File: config.mk
export PLATFORM = sky130hd
export DESIGN_NAME = axi_stream_transmitter
export DESIGN_NICKNAME = d
export VERILOG_FILES = /design/src/rtl/sha3_axis_pkg.sv /design/src/rtl/axi_stream_transmitter.sv
export SDC_FILE = /design/constraint.sdc
export NUM_CORES = 1
export LEC_CHECK = 0
export CAP_MARGIN = 20
export CORE_ASPECT_RATIO = 0.7
export CORE_UTILIZATION = 31
export DETAILED_ROUTE_END_ITERATION = 12
export PLACE_DENSITY = 0.64
export RECOVER_POWER = 25
export SLEW_MARGIN = 20
export SYNTH_ARGS = -nofsm -noshare
export SYNTH_HDL_FRONTEND = slang
export SYNTH_SLANG_ARGS = --single-unit
File: constraint.sdc
create_clock -name ACLK -period 3.3 [get_ports ACLK]
set_input_delay 0.495 -clock ACLK [delete_from_list [all_inputs] [get_ports ACLK]]
set_output_delay 0.495 -clock ACLK [all_outputs]
set_load 0.005 [all_outputs]
File: src/rtl/sha3_axis_pkg.sv
// Shared definitions for the SHA3 AXI4-Stream transmitter and receiver.
// Holds the FSM state type, the default beat geometry and the byte-lane mask helper.
package sha3_axis_pkg;

  localparam int DEF_DATA_WIDTH  = 64;
  localparam int DEF_BLOCK_WIDTH = 256;
  localparam int DEF_BPB         = DEF_DATA_WIDTH / 8;
  localparam int DEF_MAX_BEATS   = DEF_BLOCK_WIDTH / DEF_DATA_WIDTH;
  localparam int KEEP_MAX        = 64;

  typedef enum logic {
    IDLE = 1'b0,
    SEND = 1'b1
  } axis_state_e;

  // LS-aligned mask with the low r lanes set; callers slice it to their beat width.
  function automatic logic [KEEP_MAX-1:0] keep_mask(input logic [31:0] r);
    logic [KEEP_MAX-1:0] m;
    m = '0;
    for (int i = 0; i < KEEP_MAX; i++) begin
      m[i] = (32'(i) < r);
    end
    return m;
  endfunction

endpackage

File: src/rtl/axi_stream_transmitter.sv
// AXI4-Stream master that serialises one wide block into DATA_WIDTH beats, LS word first.
// A short final beat is flagged through TKEEP/TSTRB and a byte count on TUSER.
module axi_stream_transmitter
  import sha3_axis_pkg::*;
#(
  parameter int DATA_WIDTH  = DEF_DATA_WIDTH,
  parameter int BLOCK_WIDTH = DEF_BLOCK_WIDTH,
  parameter int ID_WIDTH    = 2
) (
  input  logic                               ACLK,
  input  logic                               ARESETn,
  input  logic [BLOCK_WIDTH-1:0]             blk_data,
  input  logic [$clog2(BLOCK_WIDTH/8):0]     blk_bytes,
  input  logic [ID_WIDTH-1:0]                blk_id,
  input  logic                               blk_dest,
  input  logic                               blk_valid,
  output logic                               blk_ready,
  output logic [DATA_WIDTH-1:0]              TDATA,
  output logic                               TVALID,
  input  logic                               TREADY,
  output logic                               TLAST,
  output logic [DATA_WIDTH/8-1:0]            TKEEP,
  output logic [DATA_WIDTH/8-1:0]            TSTRB,
  output logic [ID_WIDTH-1:0]                TID,
  output logic                               TDEST,
  output logic [2:0]                         TUSER,
  output logic                               busy
);

  localparam int BPB       = DATA_WIDTH / 8;
  localparam int MAX_BYTES = BLOCK_WIDTH / 8;
  localparam int BYTES_W   = $clog2(MAX_BYTES) + 1;
  localparam int MAX_BEATS = BLOCK_WIDTH / DATA_WIDTH;
  localparam int BEAT_W    = $clog2(MAX_BEATS) + 1;
  localparam int REM_W     = $clog2(BPB) + 1;
  localparam logic [BYTES_W-1:0] MAX_BYTES_L = BYTES_W'(MAX_BYTES);

  axis_state_e state_q, state_d;
  logic [BLOCK_WIDTH-1:0] shreg_q, shreg_d;
  logic [BEAT_W-1:0]      beats_q, beats_d;
  logic [REM_W-1:0]       rem_q, rem_d;
  logic                   blk_ready_q, blk_ready_d;
  logic [DATA_WIDTH-1:0]  tdata_q, tdata_d;
  logic                   tvalid_q, tvalid_d;
  logic                   tlast_q, tlast_d;
  logic [BPB-1:0]         tkeep_q, tkeep_d;
  logic [ID_WIDTH-1:0]    tid_q, tid_d;
  logic                   tdest_q, tdest_d;
  logic [2:0]             tuser_q, tuser_d;

  logic [BYTES_W-1:0]     bytes_c;
  logic [BLOCK_WIDTH-1:0] masked;
  logic [BYTES_W:0]       beats_wide;
  logic [BYTES_W:0]       rem_wide;
  logic [BEAT_W-1:0]      load_beats;
  logic [REM_W-1:0]       load_rem;

  // Clamp the byte count and zero every lane past it, so short final beats carry zeros.
  always_comb begin
    bytes_c = (blk_bytes > MAX_BYTES_L) ? MAX_BYTES_L : blk_bytes;
    masked  = '0;
    for (int i = 0; i < MAX_BYTES; i++) begin
      masked[i*8 +: 8] = (BYTES_W'(i) < bytes_c) ? blk_data[i*8 +: 8] : 8'h00;
    end
    beats_wide = ({1'b0, bytes_c} + (BYTES_W+1)'(BPB - 1)) / (BYTES_W+1)'(BPB);
    rem_wide   = {1'b0, bytes_c} - (beats_wide - (BYTES_W+1)'(1)) * (BYTES_W+1)'(BPB);
    load_beats = BEAT_W'(beats_wide);
    load_rem   = REM_W'(rem_wide);
  end

  logic                  emit;
  logic                  beat_is_last;
  logic [DATA_WIDTH-1:0] beat_word;
  logic [KEEP_MAX-1:0]   km;

  always_comb begin
    state_d      = state_q;
    shreg_d      = shreg_q;
    beats_d      = beats_q;
    rem_d        = rem_q;
    blk_ready_d  = blk_ready_q;
    tdata_d      = tdata_q;
    tvalid_d     = tvalid_q;
    tlast_d      = tlast_q;
    tkeep_d      = tkeep_q;
    tid_d        = tid_q;
    tdest_d      = tdest_q;
    tuser_d      = tuser_q;
    emit         = 1'b0;
    beat_is_last = 1'b0;
    beat_word    = '0;
    km           = '0;

    case (state_q)
      IDLE: begin
        blk_ready_d = 1'b1;
        if (blk_valid && blk_ready_q && (bytes_c != '0)) begin
          state_d      = SEND;
          blk_ready_d  = 1'b0;
          tvalid_d     = 1'b1;
          shreg_d      = masked >> DATA_WIDTH;
          beats_d      = load_beats;
          rem_d        = load_rem;
          tid_d        = blk_id;
          tdest_d      = blk_dest;
          emit         = 1'b1;
          beat_word    = masked[DATA_WIDTH-1:0];
          beat_is_last = (load_beats == BEAT_W'(1));
        end
      end
      SEND: begin
        // Outputs only move on a handshake, so a stalled beat stays frozen.
        if (TREADY) begin
          if (beats_q == BEAT_W'(1)) begin
            state_d     = IDLE;
            tvalid_d    = 1'b0;
            tlast_d     = 1'b0;
            blk_ready_d = 1'b1;
          end else begin
            shreg_d      = shreg_q >> DATA_WIDTH;
            beats_d      = beats_q - BEAT_W'(1);
            emit         = 1'b1;
            beat_word    = shreg_q[DATA_WIDTH-1:0];
            beat_is_last = (beats_q == BEAT_W'(2));
          end
        end
      end
      default: state_d = IDLE;
    endcase

    if (emit) begin
      km      = keep_mask(32'(rem_d));
      tdata_d = beat_word;
      tlast_d = beat_is_last;
      tkeep_d = beat_is_last ? km[BPB-1:0] : '1;
      tuser_d = beat_is_last ? 3'(32'(rem_d) % 32'd8) : 3'd0;
    end
  end

  always_ff @(posedge ACLK or negedge ARESETn) begin
    if (!ARESETn) begin
      state_q     <= IDLE;
      shreg_q     <= '0;
      beats_q     <= '0;
      rem_q       <= '0;
      blk_ready_q <= 1'b0;
      tdata_q     <= '0;
      tvalid_q    <= 1'b0;
      tlast_q     <= 1'b0;
      tkeep_q     <= '0;
      tid_q       <= '0;
      tdest_q     <= 1'b0;
      tuser_q     <= '0;
    end else begin
      state_q     <= state_d;
      shreg_q     <= shreg_d;
      beats_q     <= beats_d;
      rem_q       <= rem_d;
      blk_ready_q <= blk_ready_d;
      tdata_q     <= tdata_d;
      tvalid_q    <= tvalid_d;
      tlast_q     <= tlast_d;
      tkeep_q     <= tkeep_d;
      tid_q       <= tid_d;
      tdest_q     <= tdest_d;
      tuser_q     <= tuser_d;
    end
  end

  assign blk_ready = blk_ready_q;
  assign TDATA     = tdata_q;
  assign TVALID    = tvalid_q;
  assign TLAST     = tlast_q;
  assign TKEEP     = tkeep_q;
  assign TSTRB     = tkeep_q;
  assign TID       = tid_q;
  assign TDEST     = tdest_q;
  assign TUSER     = tuser_q;
  assign busy      = (state_q == SEND);

endmodule

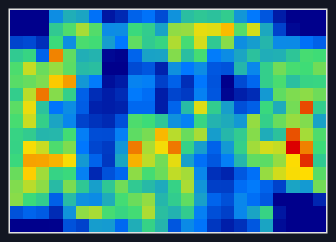
Figure 1: routed metal per tile.
24 x 17 tiles, from dark blue (low) to red (high), scaled to the fullest tile. Values are wire area over tile area, all layers added.
densest ninth of the die = right middle
emptiest ninth of the die = bottom right
fullest tile = 0.46
tiles over half the peak = 30%
nearly empty tiles = 7.6%
mean over tiles = 0.17
WL/cell: 20.43 um
Total GRT Usage: 0.2041
final WL: 41670 um

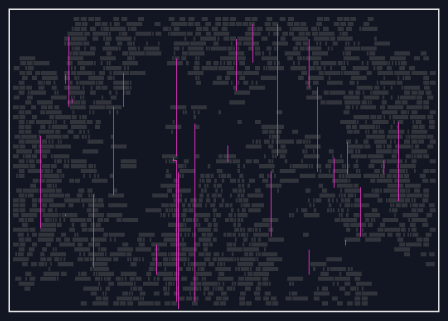
Figure 2: met4 routing.
Cells faint in the background.
main direction = vertical
longest straight run = 98.6 um
share of all routed wire = 2.2%
nets with wire on the layer = 15
wire length on this layer = 899 um
via count: 10669

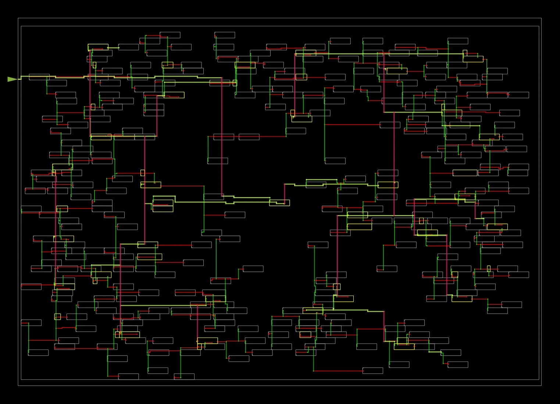
Figure 3: clock nets.
Worst-Skew Late Latency: 0.57 ns
total CTS buffers: 30
Flops: 281

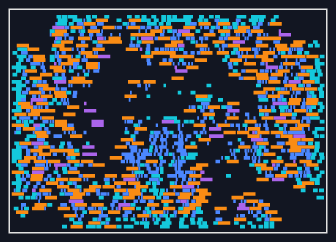
Figure 4: placed cells, one colour a class.
purple -> clock drivers and dummy loads  # cells 55, share of their area 6.2%
orange -> flip-flops  # cells 281, share of their area 43%
blue -> all other logic  # cells 791, share of their area 28%
cyan -> other buffers and delay cells  # cells 390, share of their area 24%
Finished Cell Area: 17200 um2
fin util: 0.4559
Seq/total area: 0.4091
core area: 37720 um2

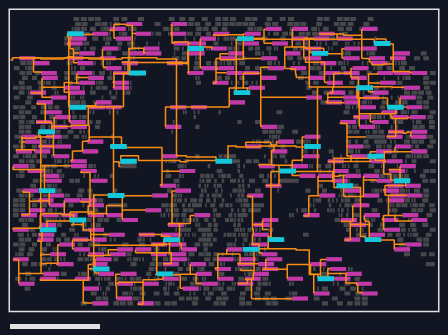
Figure 5: clock wires, drivers and flops.
Scale bar: 50 um.
orange -> clock wires  # length 4050 um
cyan -> cells driving clock nets  # count 30
magenta -> flip-flops  # count 281
flops lie = all over the die
clock power share: 0.221
Clk. pwr: 3.51 mW
Worst Skew: 0.01453 ns

logic make-up after synthesis:
| kind of cell | share of synthesized area |
|---|---|
| compound gates | 0.2172 |
| xor+xnor | 0.001455 |
| fa+ha+maj | 0.003119 |
| buf+inv | 0.05738 |
| flops | 0.5841 |
| simple gates | 0.1367 |
sequential cells by signal (all words and copies together), names as in the netlist:
signal,count
rem_q,4
TID,2
TDATA,64
TUSER,3
shreg_q,192
busy,1
TDEST,1
blk_ready,1
TLAST,1
beats_q,3
TVALID,1
TKEEP,8
worst max-delay path: stages (launching register included):
cell and delay (ns):
dfrtp_4 0.44, buf_12 0.54, clkdlybuf4s50_1 0.64
worst paths after layout:
check                              from           end  slack, ns  depth (start not counted)
max                                busy          busy       0.61                          2
min                             ARESETn     TDATA[53]      -0.04                          1
max reg2reg                        busy  shreg_q[177]       0.84                          5
min reg2reg                shreg_q[157]  shreg_q[157]       0.47                          2
max in group asynchronous       ARESETn   shreg_q[25]       0.79                          2
min in group ACLK             blk_id[1]        TID[1]       0.46                          3
area by class of cell:
type	count	area, um2	area share
antenna	5	12.51	0.0007276
clock buffer	40	859.6	0.04999
clock inverter	15	158.9	0.009240
inverter	64	240.2	0.01397
multi-input combinational	727	4339	0.2523
sequential	281	7036	0.4091
tap	518	648.1	0.03769
timing repair buffer	390	3902	0.2269
layout by cell type, fill, tap and decap left out, types with 9 or more instances in the layout:
cell               n
a221oi_1         121
clkdlybuf4s50_1  357
a22o_1            48
o21ai_0           19
clkinv_2           9
a21oi_1           32
a222oi_1          56
nand3_1           21
buf_4             23
a22oi_1           11
clkbuf_16         31
nor2_1           277
inv_1             63
dfrtp_1          280
nand2_1           87
per-layer routing:
metal,up-vias,global-route usage
li1,4910,-
met1,5294,0.2735
met2,395,0.3233
met3,62,0.05951
met4,8,0.05049
met5,-,0
==> flow_metrics.tcl <==
# yosys + openroad results
set metrics [dict create \
    status "finished with violations" \
    violations "negative hold slack, max-capacitance violations, max-slew violations" \
    io_buffer_count 358 \
    h-tree-depth 1 \
    fin_ws_ns 0.6057 \
    worstPathArrival_ns 2.20 \
    worst_slew_pin_slew_ns 2.079 \
    yosysChipArea_um2 12040 \
    cp-start-kind "flop" \
    clockRootBuffer "clkbuf_16" \
    ys_cells 1165 \
    top_cell "dfrtp_1" \
    place_ws_ns 0.3287 \
    top_power_group "combinational logic" \
    avgViaCountPerCell 5.230 \
    max_freq_ghz 0.3712 \
    synth_top_cell_by_area "dfrtp_1" \
    drtPass1Iterations 9 \
    wirelength_met1_um 17950 \
    dieHeight_um 166.9 \
    finalHoldViolations 19 \
    power_leakage_nw 7.475 \
    grt_pass1_vias 10604 \
    path_class "flop to output port" \
    grt_pass1_wl_um 62960 \
    synth.area.top_cells "dfrtp_1, a221oi_1, nor2_1" \
    post_cts_resized 0 \
    finalMaxSlewViolations 44 \
    hold_ws_ns -0.04179 \
    final_layout_size_suffix_gt1_frac 0.06658 \
    period_used_share 0.8165 \
    drt_iter0_drc 1098 \
    postCtsHoldBufs 0 \
    placed_area_um2 16180 \
    ff_type "dfrtp_1" \
    clock-sinks 281 \
    area_growth_pct 42.85 \
    intPower_mw 10.07 \
    p_sw_mw 5.822 \
    nNetsFinal 1766 \
    swShare 0.3664 \
    antenna_found_initial 10 \
    top_layer "met5" \
    yosysTopAreaCellShare 0.5841 \
    num_io_pins 359 \
    dp_cells 1979 \
    synth_area_um2 12040 \
    die_x_um 237.5 \
    max_slew_margin -0.3886 \
    n_fill_cell 3564 \
    grt_max_degree 162 \
    fp_nets 1437 \
    clk_pin_slew_worst_paths_ns 0.07 \
    tool_warnings 37 \
    top_cells_by_count "dfrtp_1, nor2_1, a221oi_1" \
    ys_types 48 \
    finalSetupTns_ns 0 \
    avgSynthCellArea_um2 10.33 \
    seq-power_mw 6.02 \
    rsz0062_at_grt "no" \
    met2_wirelength_um 19290 \
    worstHoldPathType "primary input to asynchronous set/reset pin" \
    p_comb_frac 0.400 \
    rows 59 \
    powerDensity_nw_per_um2 924.2 \
    final-setup-viol-count 0 \
    ys_seq_share 0.5841 \
    globalplace.congestion 0.8113 \
    fin_crit_ns 2.694 \
    synthCells 1165 \
    cts_buffer_depth 3 \
    cap_viol_max_count 1 \
    critPathRequiredTime_ns 2.80 \
    yosysWarningCount 0 \
    drc 0 \
    route.met3.wl_um 3483 \
    edf_count 0 \
    async_flop_share 1.000 \
    hpwl_um 28800 \
    crit_fanout 161 \
    stdcell_count 2040 \
    crit_path_end_kind "output port" \
    seqPwrFrac 0.379 \
    overflow 0 \
]
Power is estimated from default activity; no workload was simulated.
